==> src/rtl/kmi_pkg.sv <==
// Shared definitions for the APB KMI receiver: register offsets, STATUS/CTRL bit
// positions, the receive-state encoding and the frame parity helper.
package kmi_pkg;

    localparam logic [7:0] ADDR_CTRL   = 8'h00;
    localparam logic [7:0] ADDR_STATUS = 8'h01;
    localparam logic [7:0] ADDR_DATA   = 8'h02;

    localparam int CTRL_RX_EN  = 0;
    localparam int CTRL_IRQ_EN = 1;

    localparam int ST_NOT_EMPTY  = 0;
    localparam int ST_FULL       = 1;
    localparam int ST_PARITY_ERR = 2;
    localparam int ST_FRAME_ERR  = 3;
    localparam int ST_OVERRUN    = 4;

    typedef enum logic [1:0] {
        IDLE   = 2'd0,
        DATA   = 2'd1,
        PARITY = 2'd2,
        STOP   = 2'd3
    } rx_state_t;

    // Frames carry odd parity across the eight data bits plus the parity bit.
    function automatic logic odd_parity_ok(input logic [7:0] data, input logic par);
        return ^{data, par};
    endfunction

endpackage

==> src/rtl/kmi_rx_fifo.sv <==
// Byte-wide receive FIFO. A push into a full FIFO is accepted only when a pop
// frees a slot in the same cycle; popping an empty FIFO does nothing.
module kmi_rx_fifo #(
    parameter int DEPTH = 8
) (
    input  logic       clk_i,
    input  logic       reset_i,
    input  logic       push_i,
    input  logic [7:0] data_i,
    input  logic       pop_i,
    output logic [7:0] data_o,
    output logic       full_o,
    output logic       empty_o
);

    localparam int AW = $clog2(DEPTH);
    localparam logic [AW:0] DEPTH_VAL = (AW + 1)'(DEPTH);

    logic [7:0]    mem_q [DEPTH];
    logic [AW-1:0] wr_ptr_q, wr_ptr_d;
    logic [AW-1:0] rd_ptr_q, rd_ptr_d;
    logic [AW:0]   count_q, count_d;
    logic          do_push, do_pop;

    assign empty_o = (count_q == '0);
    assign full_o  = (count_q == DEPTH_VAL);
    assign do_pop  = pop_i & ~empty_o;
    assign do_push = push_i & (~full_o | do_pop);
    assign data_o  = empty_o ? 8'h00 : mem_q[rd_ptr_q];

    always_comb begin
        wr_ptr_d = wr_ptr_q;
        rd_ptr_d = rd_ptr_q;
        count_d  = count_q;
        if (do_push) wr_ptr_d = wr_ptr_q + 1'b1;
        if (do_pop)  rd_ptr_d = rd_ptr_q + 1'b1;
        case ({do_push, do_pop})
            2'b10:   count_d = count_q + 1'b1;
            2'b01:   count_d = count_q - 1'b1;
            default: count_d = count_q;
        endcase
    end

    always_ff @(posedge clk_i) begin
        if (reset_i) begin
            wr_ptr_q <= '0;
            rd_ptr_q <= '0;
            count_q  <= '0;
        end else begin
            wr_ptr_q <= wr_ptr_d;
            rd_ptr_q <= rd_ptr_d;
            count_q  <= count_d;
        end
    end

    // Storage needs no reset: the count alone decides which entries are live.
    always_ff @(posedge clk_i) begin
        if (do_push) mem_q[wr_ptr_q] <= data_i;
    end

endmodule

==> src/rtl/apb_kmi_peripheral.sv <==
// APB slave PS/2-style receiver: line synchroniser, frame FSM, RX FIFO, CTRL/STATUS/DATA
// registers and a level interrupt. Define KMI_TIMEOUT_EN to add the mid-frame idle timeout.
module apb_kmi_peripheral
    import kmi_pkg::*;
#(
    parameter int FIFO_DEPTH     = 8,
    parameter int WAIT_STATES    = 1,
    parameter int TIMEOUT_CYCLES = 2000
) (
    input  logic        clk,
    input  logic        reset,
    input  logic        psel,
    input  logic        penable,
    input  logic        pwrite,
    input  logic [7:0]  paddr,
    input  logic [15:0] pw_data,
    output logic [15:0] pr_data,
    output logic        pready,
    input  logic        kmi_clk_in,
    input  logic        kmi_data_in,
    output logic        kmiintr
);

    localparam int WW = (WAIT_STATES > 0) ? $clog2(WAIT_STATES + 1) : 1;
    localparam logic [WW-1:0] WS_VAL = WW'(WAIT_STATES);

    // Valid/ready: a transfer completes on the clock edge where psel, penable and pready
    // are all high; register side effects happen only on that edge, never on an aborted access.
    logic          access, pready_c, wr_xfer, rd_xfer;
    logic [WW-1:0] wait_cnt_q;
    logic          done_q;

    assign access   = psel & penable;
    assign pready_c = access & ~done_q & (wait_cnt_q == WS_VAL);
    assign pready   = pready_c & ~reset;
    assign wr_xfer  = pready & pwrite;
    assign rd_xfer  = pready & ~pwrite;

    always_ff @(posedge clk) begin
        if (reset || !access) begin
            wait_cnt_q <= '0;
            done_q     <= 1'b0;
        end else begin
            if (pready_c) done_q <= 1'b1;
            if (wait_cnt_q != WS_VAL) wait_cnt_q <= wait_cnt_q + 1'b1;
        end
    end

    // Device lines idle high; reset the synchronisers high so reset cannot fake an edge.
    logic [1:0] clk_sync_q, data_sync_q;
    logic       clk_prev_q, kmi_data_s, strobe;

    always_ff @(posedge clk) begin
        if (reset) begin
            clk_sync_q  <= 2'b11;
            data_sync_q <= 2'b11;
            clk_prev_q  <= 1'b1;
        end else begin
            clk_sync_q  <= {clk_sync_q[0], kmi_clk_in};
            data_sync_q <= {data_sync_q[0], kmi_data_in};
            clk_prev_q  <= clk_sync_q[1];
        end
    end

    assign kmi_data_s = data_sync_q[1];
    assign strobe     = clk_prev_q & ~clk_sync_q[1];

    logic [1:0] ctrl_q;
    logic       perr_q, ferr_q, ovr_q, irq_q;
    logic       rx_en;

    assign rx_en = ctrl_q[CTRL_RX_EN];

    rx_state_t  state_q, state_d;
    logic [2:0] bit_cnt_q, bit_cnt_d;
    logic [7:0] shift_q, shift_d;
    logic       par_q, par_d;
    logic       rx_push, set_perr, set_ferr;

`ifdef KMI_TIMEOUT_EN
    localparam int TO_W = $clog2(TIMEOUT_CYCLES + 1);
    localparam logic [TO_W-1:0] TO_LAST = TO_W'(TIMEOUT_CYCLES - 1);

    logic [TO_W-1:0] to_cnt_q;
    logic            to_expire;

    assign to_expire = (state_q != IDLE) && !strobe && (to_cnt_q == TO_LAST);

    always_ff @(posedge clk) begin
        if (reset || !rx_en || state_q == IDLE || strobe) to_cnt_q <= '0;
        else                                               to_cnt_q <= to_cnt_q + 1'b1;
    end
`else
    logic timeout_unused;
    assign timeout_unused = |TIMEOUT_CYCLES;
`endif

    always_comb begin
        state_d   = state_q;
        bit_cnt_d = bit_cnt_q;
        shift_d   = shift_q;
        par_d     = par_q;
        rx_push   = 1'b0;
        set_perr  = 1'b0;
        set_ferr  = 1'b0;
        if (!rx_en) begin
            state_d   = IDLE;
            bit_cnt_d = '0;
        end else if (strobe) begin
            case (state_q)
                IDLE: begin
                    if (!kmi_data_s) begin
                        state_d   = DATA;
                        bit_cnt_d = '0;
                    end
                end
                DATA: begin
                    shift_d   = {kmi_data_s, shift_q[7:1]};
                    bit_cnt_d = bit_cnt_q + 1'b1;
                    if (bit_cnt_q == 3'd7) state_d = PARITY;
                end
                PARITY: begin
                    par_d   = kmi_data_s;
                    state_d = STOP;
                end
                STOP: begin
                    state_d = IDLE;
                    if (!kmi_data_s)                        set_ferr = 1'b1;
                    else if (odd_parity_ok(shift_q, par_q)) rx_push  = 1'b1;
                    else                                    set_perr = 1'b1;
                end
                default: state_d = IDLE;
            endcase
        end
`ifdef KMI_TIMEOUT_EN
        else if (to_expire) begin
            state_d   = IDLE;
            bit_cnt_d = '0;
            set_ferr  = 1'b1;
        end
`endif
    end

    always_ff @(posedge clk) begin
        if (reset) begin
            state_q   <= IDLE;
            bit_cnt_q <= '0;
            shift_q   <= '0;
            par_q     <= 1'b0;
        end else begin
            state_q   <= state_d;
            bit_cnt_q <= bit_cnt_d;
            shift_q   <= shift_d;
            par_q     <= par_d;
        end
    end

    logic [7:0] fifo_head;
    logic       fifo_full, fifo_empty, pop_req, pop_ok;

    assign pop_req = rd_xfer & (paddr == ADDR_DATA);
    assign pop_ok  = pop_req & ~fifo_empty;

    kmi_rx_fifo #(
        .DEPTH (FIFO_DEPTH)
    ) u_rx_fifo (
        .clk_i   (clk),
        .reset_i (reset),
        .push_i  (rx_push),
        .data_i  (shift_q),
        .pop_i   (pop_req),
        .data_o  (fifo_head),
        .full_o  (fifo_full),
        .empty_o (fifo_empty)
    );

    logic w1c, set_ovr, pw_data_unused;
    assign w1c            = wr_xfer & (paddr == ADDR_STATUS);
    assign set_ovr        = rx_push & fifo_full & ~pop_ok;
    assign pw_data_unused = ^pw_data[15:5];

    // Sticky error flags: a new fault in the same cycle as its clear wins.
    always_ff @(posedge clk) begin
        if (reset) begin
            ctrl_q <= 2'b00;
            perr_q <= 1'b0;
            ferr_q <= 1'b0;
            ovr_q  <= 1'b0;
            irq_q  <= 1'b0;
        end else begin
            if (wr_xfer && paddr == ADDR_CTRL) ctrl_q <= pw_data[1:0];
            perr_q <= (perr_q & ~(w1c & pw_data[ST_PARITY_ERR])) | set_perr;
            ferr_q <= (ferr_q & ~(w1c & pw_data[ST_FRAME_ERR]))  | set_ferr;
            ovr_q  <= (ovr_q  & ~(w1c & pw_data[ST_OVERRUN]))    | set_ovr;
            irq_q  <= ctrl_q[CTRL_IRQ_EN] & (~fifo_empty | perr_q | ferr_q | ovr_q);
        end
    end

    assign kmiintr = irq_q;

    logic [15:0] rdata;
    always_comb begin
        rdata = 16'h0000;
        case (paddr)
            ADDR_CTRL:   rdata = {14'h0000, ctrl_q};
            ADDR_STATUS: rdata = {11'h000, ovr_q, ferr_q, perr_q, fifo_full, ~fifo_empty};
            ADDR_DATA:   rdata = {8'h00, fifo_head};
            default:     rdata = 16'h0000;
        endcase
    end

    assign pr_data = rd_xfer ? rdata : 16'h0000;

endmodule

==> config.mk <==
export PLATFORM = sky130hd
export DESIGN_NAME = apb_kmi_peripheral
export DESIGN_NICKNAME = d
export VERILOG_FILES = /design/src/rtl/kmi_pkg.sv /design/src/rtl/kmi_rx_fifo.sv /design/src/rtl/apb_kmi_peripheral.sv
export SDC_FILE = /design/constraint.sdc
export NUM_CORES = 1
export LEC_CHECK = 0
export CELL_PAD_IN_SITES_DETAIL_PLACEMENT = 1
export CELL_PAD_IN_SITES_GLOBAL_PLACEMENT = 1
export CORE_MARGIN = 3
export CORE_UTILIZATION = 48
export CTS_BUF_LIST = sky130_fd_sc_hd__clkbuf_4 sky130_fd_sc_hd__clkbuf_8
export DETAILED_ROUTE_END_ITERATION = 10
export HOLD_SLACK_MARGIN = 0.15
export PLACE_DENSITY_LB_ADDON = 0.1
export SLEW_MARGIN = 20
export SYNTH_ARGS = -nofsm -noshare
export SYNTH_HDL_FRONTEND = slang
export SYNTH_SLANG_ARGS = --single-unit
==> constraint.sdc <==
create_clock -name clk -period 4.85 [get_ports clk]
set_input_delay 0.97 -clock clk [delete_from_list [all_inputs] [get_ports clk]]
set_output_delay 0.97 -clock clk [all_outputs]
set_load 0.02 [all_outputs]
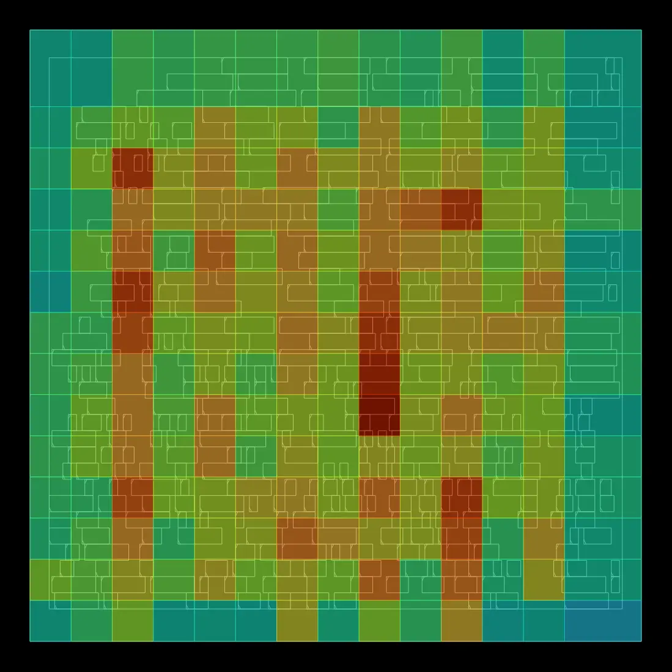
Run 1: track usage over the die
grt met3 use: 0.02639
wire per inst: 19.34 um
grt met2 use: 0.3332
Util after Layout: 0.5732

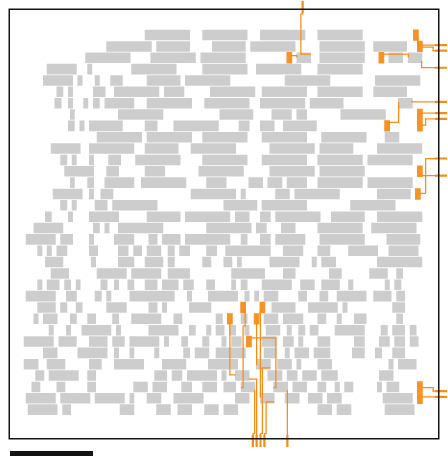
Run 1: port wiring
The bar under the picture is 20 um long.
orange -> pr_data  # direction output, edge 10 right, 5 bottom, 1 top, end cells 16, buffers 8, wire 236 um

==> run summary, run 1 <==
Sequential fraction of total cell area: 0.5342
Logic area: 1644 sq um
Yosys warns: 0
Die height: 102.6 um
Clock sink count: 104
Top Layout Cells: edfxtp_1, dfxtp_1, nor2_1
Tool warnings: 41
Hold slack: 422.9 ps
H-tree depth: 3
# IOs: 49
DRT antenna net count: 0
DP Wirelength: 6.691 mm
Mux share: 0.1196
Antenna cells: 0
Distinct lib cells: 47
Non-Filler Instances: 482
Met3 wire len: 294 um
Grt total ovfl: 0
Final tally of hold violations: 0
Worst setup EP type: primary output
Comb area leader: simple AND/OR/NAND/NOR gates
Signal buffers: 38
Routability cong.: 0.7798
Combinational share of power: 0.024
Most used routing layer: met2
Layout cells sized above 1: 0.1471
Max Fclk: 222.3 MHz
Vias per inst: 5.633
Clock buf count: 9
Buffer depth of the longest clock path: 2
Initial antenna violation count: 0
Worst vdd ir: 0.0002252 V
Critical path class: input port to primary output
Root buf cell: clkbuf_8
Seq share, synth: 0.6082
Total global-route track usage: 0.1940
Worst-path maximum fanout: 7
Post-CTS Setup Bufs: 0
Yosys cell count: 335
Fin Setup TNS: 0 ps
Die area: 10,520 sq um
Highest metal used: met4
Biggest Area Class: flip-flops and latches
Psw: 0.3329 mW
Combinational power: 0.0363 mW
Flip-flop and latch area: 2723 sq um
CTS tree: yes
Max-cap viol count: 0
Logic share of the area: 0.3226
Final min period: 4498 ps
Slew HR: 0.3104
Inverters: 6
Worst skew pair latency: 370 ps
Design area: 5096 sq um
Post-CTS sizing: 0
Run status: complete, no violations
Pwr Total: 1.529 mW
Clock Power Share: 0.368
Buffering overhead: 0.07022
R2r worst-path depth: 11
Tapcells: 108
Placed insts: 466
Syn_area_per_cell: 13.36 sq um
DRT met1 WL: 4.134 mm
CP arrival: 3530 ps
Ys async rst share: 0
Post-synth EDFFs: 64
Req. time, crit path: 3880 ps
Pre-Place Util: 0.5035
Post-route DRC: 0
Startpoint Class: input port
Adder share: 0.03074
CTS Hold Bufs: 0
Sw Ratio: 0.2177
Largest net degree at the start of global routing: 37
# fillers: 881
CTS buffer count: 9
Combinational gates: 210
Met2 wire length: 4.774 mm
Worst slew pin tran: 1020 ps
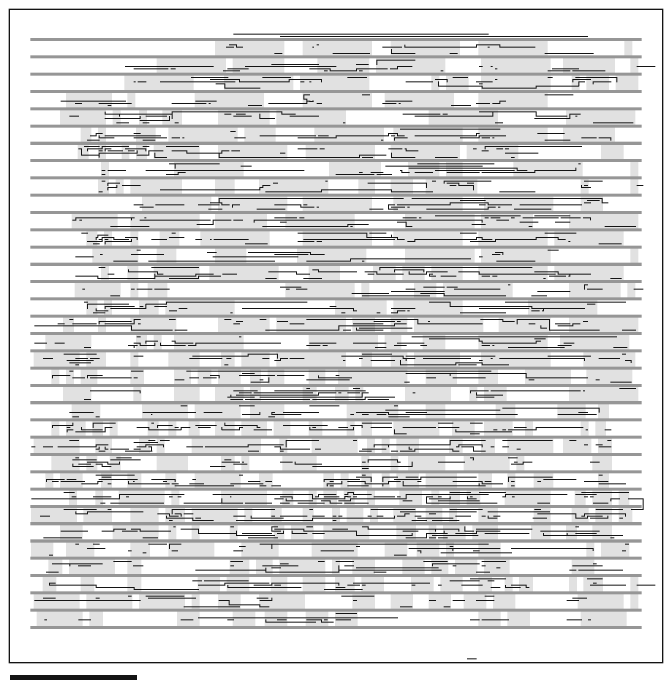
Run 1: M1 wires
The bar under the picture is 20 um long. Supply wires on this layer in gray.
main direction = horizontal
nets with wire on the layer = 371
longest straight run = 48.3 um
wire length on this layer = 4,130 um
share of all routed wire = 44%
drt total wl: 9.320 mm
routing usage on met1: 0.2530
Vias: 2,715

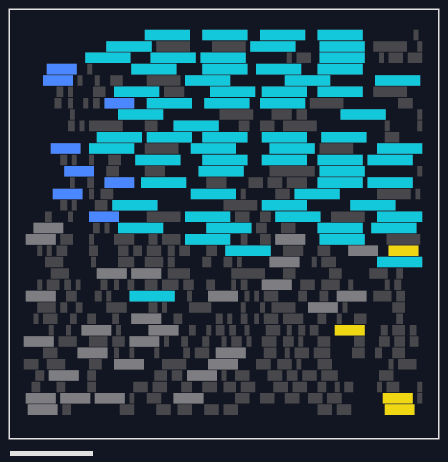
Run 1: sequential cells colored by netlist name
The bar under the picture is 20 um long. Other sequential cells in the stronger gray, the rest of the logic in the fainter gray.
blue -> shift_q  # flops 8
yellow -> u_rx_fifo.count_q  # flops 4, where bottom right
cyan -> u_rx_fifo.mem_q  # flops 64
not colored = 28

[run 1: synthesized netlist by cell type (2+ instances only)]
library cell  count  area share
edfxtp_1         64        0.43
dfxtp_1          40        0.18
nor2_1           32       0.027
nand2_1          25       0.021
a21oi_1          18       0.020
mux2i_1          16       0.036
mux4_2           16       0.080
clkbuf_1         12       0.010
ha_1             11       0.031
buf_4             8       0.013
xnor2_1           7       0.014
inv_1             6      0.0050
nand2b_1          6      0.0084
nand3_1           6      0.0067
o21ai_0           6      0.0067
or2_2             6      0.0084
nor3_1            5      0.0056
xor2_1            5      0.0098
nand4_1           4      0.0056
a32oi_1           3      0.0059
nor2b_1           3      0.0042
nor3b_1           3      0.0050
nor4_1            3      0.0042
nor4b_1           3      0.0059
and3b_1           2      0.0039
nand3b_1          2      0.0034
o32a_1            2      0.0045
or4_4             2      0.0050
[run 1: registers in the layout (all words and copies together) (netlist names), named ones only]
signal	count
state_q	2
u_rx_fifo.count_q	4
data_sync_q	2
clk_sync_q	2
clk_prev_q	1
u_rx_fifo.mem_q	64
ctrl_q	2
bit_cnt_q	3
ferr_q	1
wait_cnt_q	1
u_rx_fifo.rd_ptr_q	3
kmiintr	1
ovr_q	1
shift_q	8
u_rx_fifo.wr_ptr_q	3
done_q	1
perr_q	1
par_q	1
[run 1: critical path, stage by stage]
cell and delay, ps:
clkdlybuf4s50_1 420, nor4_1 560, nand4_1 370, nand2b_1 410, nor2_1 180, clkdlybuf4s50_1 610
[run 1: path summary, 6_finish.rpt]
path,startpoint,end,slack [ps]
worst min register to register,clk_sync_q[0],clk_sync_q[1],420
worst max register to register,shift_q[4],u_rx_fifo.count_q[2],1440
worst max-delay path,paddr[3],pr_data[7],350
worst min-delay path,clk_sync_q[0],clk_sync_q[1],420
==> run 1 -> run 2 <==
- CORE_UTILIZATION: 48 -> 46
- CTS_BUF_LIST: sky130_fd_sc_hd__clkbuf_4 sky130_fd_sc_hd__clkbuf_8 -> sky130_fd_sc_hd__clkbuf_16
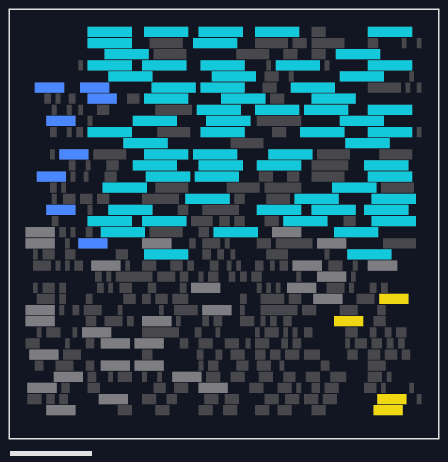
Run 2: sequential cells colored by netlist name
The bar under the picture is 20 um long. Other sequential cells in the stronger gray, the rest of the logic in the fainter gray.
sequential fraction of total cell area: 0.5197
Util after Layout: 0.5616
Seq power: 0.930 mW
flip-flop and latch area: 2723 sq um

==> run summary, run 2 <==
Logic area: 1644 sq um (unchanged)
Critical path's top delay family: simple AND/OR/NAND/NOR gates (unchanged)
Commonest cells in the netlist: edfxtp_1, dfxtp_1, nor2_1, nand2_1, a21oi_1 (unchanged)
Max Fclk: 226.6 MHz (was 222.3 MHz)
Worst-path maximum fanout: 7 (unchanged)
Distinct lib cells: 47 (unchanged)
Layout cells sized above 1: 0.1493 (was 0.1471)
Req. time, crit path: 3880 ps (about the same)
Worst setup EP type: primary output (unchanged)
CTS tree: yes (unchanged)
Tool warnings: 41 (unchanged)
CTS Hold Bufs: 0 (unchanged)
CP max stage delay: 630 ps (was 610 ps)
Worst skew pair latency: 340 ps (was 370 ps)
Root buf cell: clkbuf_16 (was clkbuf_8)
DRT met1 WL: 4.358 mm (was 4.134 mm)
Run status: complete, no violations (unchanged)
Drt total wl: 9.058 mm (was 9.320 mm)
Met2 wire length: 4.432 mm (was 4.774 mm)
Post-route DRC: 0 (unchanged)
Top cells by area: edfxtp_1, dfxtp_1, mux4_2 (unchanged)
Highest metal used: met4 (unchanged)
# fillers: 946 (was 881)
Worst vdd ir: 0.0001811 V (was 0.0002252 V)
Yosys top cell by area: edfxtp_1 (unchanged)
CP arrival: 3440 ps (was 3530 ps)
Most flops, register: u_rx_fifo.mem_q (unchanged)
Adder share: 0.03074 (unchanged)
Seq share, synth: 0.6082 (unchanged)
Post-synth EDFFs: 64 (unchanged)
Buffer depth of the longest clock path: 2 (unchanged)
Grt met3 use: 0.02779 (was 0.02639)
Largest regs: u_rx_fifo.mem_q x64, shift_q x8, u_rx_fifo.count_q x4 (unchanged)
Slowest-stage cell, CP: clkdlybuf4s50_1 (unchanged)
Critical Path, Cell by Cell: clkdlybuf4s50_1 > nor4_1 > nand4_1 > nand2b_1 > nor2_1 > clkdlybuf4s50_1 (unchanged)
Final min period: 4413 ps (was 4498 ps)
Critical path class: input port to primary output (unchanged)
Post-CTS Setup Bufs: 0 (unchanged)
Ys async rst share: 0 (unchanged)
Startpoint Class: input port (unchanged)
Die area: 10,950 sq um (was 10,520 sq um)
Yosys cell count: 335 (unchanged)
Largest net degree at the start of global routing: 37 (unchanged)
Vias per inst: 5.310 (was 5.633)
DRT antenna net count: 0 (unchanged)
Final tally of hold violations: 0 (unchanged)
Mux share: 0.1196 (unchanged)
Fin Setup TNS: 0 ps (unchanged)
Most used routing layer: met2 (unchanged)
Area leader share: 0.4293 (unchanged)
Max-cap viol count: 0 (unchanged)
Flop-to-flop setup slack: 1430 ps (was 1440 ps)
Routing usage on met1: 0.2444 (was 0.2530)
CP most frequent cell: clkdlybuf4s50_1 (unchanged)
Grt met2 use: 0.3035 (was 0.3332)
Slew HR: 0.3224 (was 0.3104)
Top Layout Cells: edfxtp_1, dfxtp_1, nor2_1 (unchanged)
Buf/Inv on CP: 2 (unchanged)
Pre-Place Util: 0.4799 (was 0.5035)
Yosys warns: 0 (unchanged)
Grt total ovfl: 0 (unchanged)
Clock sink count: 104 (unchanged)
CTS buffer count: 9 (unchanged)
Met3 wire len: 134 um (was 294 um)
Comb area leader: simple AND/OR/NAND/NOR gates (unchanged)
[run 2: cell counts after synthesis]
No cell type changed its count.
[run 2: area by class of cell]
cell class                 instances  share of cell area
clock inverter                     7             0.01863
tap                              129             0.03081
timing repair buffer              39             0.06974
sequential                       104              0.5197
multi-input combinational        210              0.3138
inverter                           6            0.004299
clock buffer                       9             0.04299
[run 2: stage by stage]
stage	hold slack, ps	instances	total power, mW	cell area (sq um)
global route	437.7	504	1.778	5239
detailed placement	396.6	488	0.9860	4916
floorplan	389.5	342	0.9707	4503
CTS	414.9	504	1.741	5239
finish	412.5	504	1.720	5239
global placement	392.9	488	0.9854	4916
[run 2: power by group]
part,internal (mW),leakage [nW],switching (mW)
clock network,0.415,0.157,0.339
logic,0.0184,0.711,0.0175
registers,0.928,0.916,0.00131
[run 2: path summary, 6_finish.rpt]
| kind | from | endpoint | depth (start not counted) |
|---|---|---|---|
| max | paddr[3] | pr_data[5] | 6 |
| min | clk_sync_q[0] | clk_sync_q[1] | 1 |
| max reg2reg | shift_q[7] | u_rx_fifo.count_q[2] | 11 |
| min reg2reg | clk_sync_q[0] | clk_sync_q[1] | 1 |
[run 2: kinds of logic (layout without fill, tap and decap cells)]
kind of cell,after synthesis,after routing
adder cells (fa/ha/maj),11,11
AND/OR/NAND/NOR,111,111
buffers and inverters,28,61
XOR/XNOR,13,13
other,1,8
AND-OR/OR-AND,34,34
flip-flops,104,104
multiplexers,33,33
[run 2: worst reg2reg max path: stages (launching register included)]
cell,delay (ps)
dfxtp_1,630
xnor2_1,200
xnor3_1,350
xnor2_1,580
nand2_4,220
ha_1,320
xor2_1,160
ha_1,190
a21oi_1,150
xor2_1,100
or3_1,310
a21oi_1,140
Power is estimated from default activity; no workload was simulated.
